Figure 1. A small window of the routed layout.
Window x 51 to 91, y 81 to 121 µm. Cells in gray, sequential cells in the stronger gray; small squares are vias.
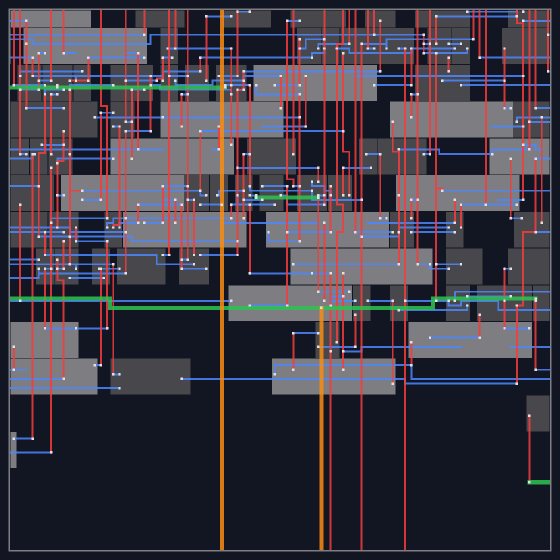
Figure 2. The metal 2 layer.
Scale: 2 px per µm. Cells faint in the background.
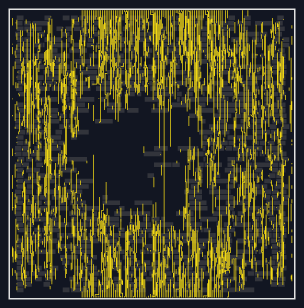
Figure 3. Track usage over the die.
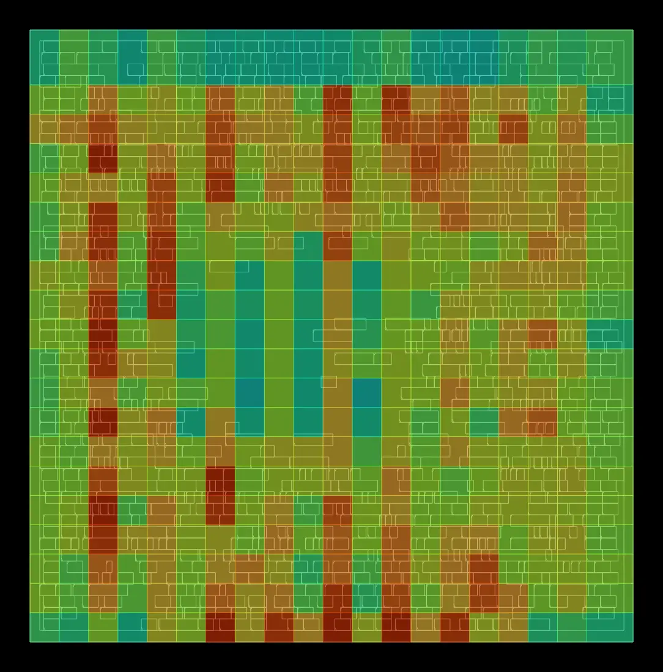
Figure 4. Sequential cells colored by netlist name.
Scale: 3 px per µm.
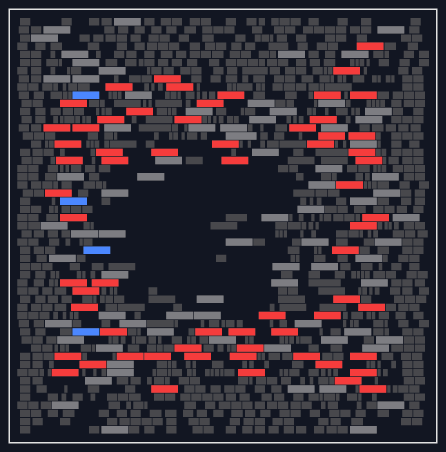
==> config.mk <==
export PLATFORM = sky130hd
export DESIGN_NAME = cdb_arbiter_flat
export DESIGN_NICKNAME = d
export VERILOG_FILES = /design/src/rtl/cdb_arbiter_pkg.sv /design/src/rtl/cdb_arbiter_if.sv /design/src/rtl/cdb_arbiter_rr_priority_picker.sv /design/src/rtl/cdb_arbiter.sv /design/src/flat_wrapper.sv
export SDC_FILE = /design/constraint.sdc
export NUM_CORES = 1
export LEC_CHECK = 0
export CORE_AREA = 2 2 140 142
export DETAILED_ROUTE_END_ITERATION = 8
export DIE_AREA = 0 0 142 144
export HOLD_SLACK_MARGIN = 0.12
export PLACE_DENSITY = 0.78
export SETUP_SLACK_MARGIN = 0.1
export SKIP_LAST_GASP = 1
export SLEW_MARGIN = 5
export SYNTH_ARGS = -nofsm -noshare
export SYNTH_HDL_FRONTEND = slang
export SYNTH_HIERARCHICAL = 1
export SYNTH_SLANG_ARGS = --single-unit
==> constraint.sdc <==
create_clock -name clk_in -period 4.9 [get_ports clk_in]
set_input_delay 0.735 -clock clk_in [delete_from_list [all_inputs] [get_ports clk_in]]
set_output_delay 0.735 -clock clk_in [all_outputs]
set_load 0.05 [all_outputs]
==> impl_metrics.json <==
{
  "place_congestion": 0.733,
  "fp_nets": 987,
  "num_antenna_cells": 0,
  "final_design_area_no_fill_um2": 11700,
  "placement_setup_slack_ps": 1450,
  "ys_sh_adder_pct": 0.167,
  "post-route-period-util_pct": 67.9,
  "enable_flop_cells": 0,
  "routedLengthMet1_um": 8560,
  "warning_count": 28,
  "path_class": "in -> out",
  "most_common_cell": "sky130_fd_sc_hd__dfrtp_1",
  "share_seq_of_total_power_pct": 34.7,
  "design.portCount": 358,
  "synth_xor_xnor_area_share_pct": 0.117,
  "max_cap_violations": 0,
  "result_of_the_run": "finished clean",
  "cp_top_family": "buffers and inverters",
  "setup_viol": 0,
  "deepest_clock_path_buffer_count": 2,
  "crit_required_ps": 4160,
  "worst_setup_path_start_kind": "input port",
  "p_leak_nw": 4.76,
  "fin_setup_tns_ps": 0,
  "power-top-group": "combinational cells",
  "slew_violations": 0,
  "comb_area_share_pct": 30.0,
  "place.detailed.hpwl_um": 16100,
  "synthCells": 704,
  "yosys.stat.chipArea_um2": 7480,
  "finalHoldWorstSlack_ps": 329,
  "lay_top_count": "sky130_fd_sc_hd__clkdlybuf4s50_1",
  "power.clock.fraction_pct": 26.0,
  "synth_area_per_cell_um2": 10.6,
  "largest_area_cell": "sky130_fd_sc_hd__dfrtp_1",
  "met2RoutedLength_um": 11200,
  "cts_inserted_buffers": 17,
  "crit_path_max_incr_delay_ps": 800,
  "r2r_cells": 5,
  "min_path_type": "in -> async",
  "series_of_cell_instances_along_the_critical_path": "buf_6, nor4b_4, and2_1, clkdlybuf4s50_1",
  "tritoncts": "yes",
  "yosys.area_share.aoi_pct": 11.8,
  "initCoreUtil_pct": 39.2,
  "synth_warnings": 6,
  "drt_iter0_markers": 234,
  "postLayoutSetupSlackWorst_ps": 1570,
  "worst-slew-pin-transition_ps": 1010,
  "multiInputCombCellCount": 490,
  "worst_path_max_delay_cell": "sky130_fd_sc_hd__clkdlybuf4s50_1",
  "switching_portion_of_total_power_pct": 36.9,
  "numClockSinks": 144,
  "dieWidth_um": 142,
  "die.size.y_um": 144,
  "worst_ep_arrival_time_ps": 2590,
  "nFillCells": 1599,
  "post_route_skew_ps": 7.44,
  "via_count_of_the_first_global_routing_pass": 6560,
  "layout_top_cells": "sky130_fd_sc_hd__clkdlybuf4s50_1, sky130_fd_sc_hd__dfrtp_1, sky130_fd_sc_hd__mux2i_1",
  "relSlewSlack_pct": 32.6,
  "wl_met3_um": 2050,
  "place.detailed.instances": 1252,
  "path_buffers": 2,
  "netlist.area_leader.share_pct": 48.2,
  "route.detailed.vias_per_inst": 5.02,
  "power_combinational_mw": 1.98,
  "syn_area_um2": 7480,
  "n_all_inverters": 17,
  "grt_max_degree": 109,
  "mux_share_pct": 27.5,
  "synth.ff_latch_count": 144,
  "path_max_fanout": 69,
  "chipArea_um2": 20400,
  "synth_cell_types": 29,
  "logic_area_um2": 3520
}
## Picture notes: Figure 1
Blue shows metal 1. Red shows metal 2. Orange shows metal 4. Green shows metal 3.
62 logic cells have their middle in the window. Sequential cells in the window: 15. Most frequent: dfrtp_1 (14), a21oi_1 (10), nor2_1 (7).

## Picture notes: Figure 2
The longest straight run is 86.4 µm. The layer holds 51% of the routed length. The layer carries 11,200 µm of wire. The wires run mostly vertical.
routed via count: 6,442
total wire length after detailed routing: 22,200 µm
met2 Usage GRT: 37.8%

## Picture notes: Figure 3
average wire per standard cell: 17.3 µm
GRT met1 Usage: 24.7%

## Picture notes: Figure 4
Red shows `u_core/pair_val_q`, sequential cells 64, where all over the die. Blue shows `u_core/bus.cdb_nzcv_out`, sequential cells 4, where left middle.
final design utilization: 61.5%
sequential portion of the cell area: 30.7%
sequential group power: 1.75 mW
sequential cell area: 3610 µm²

No activity file was given, so power comes from the tool's default toggle rates.
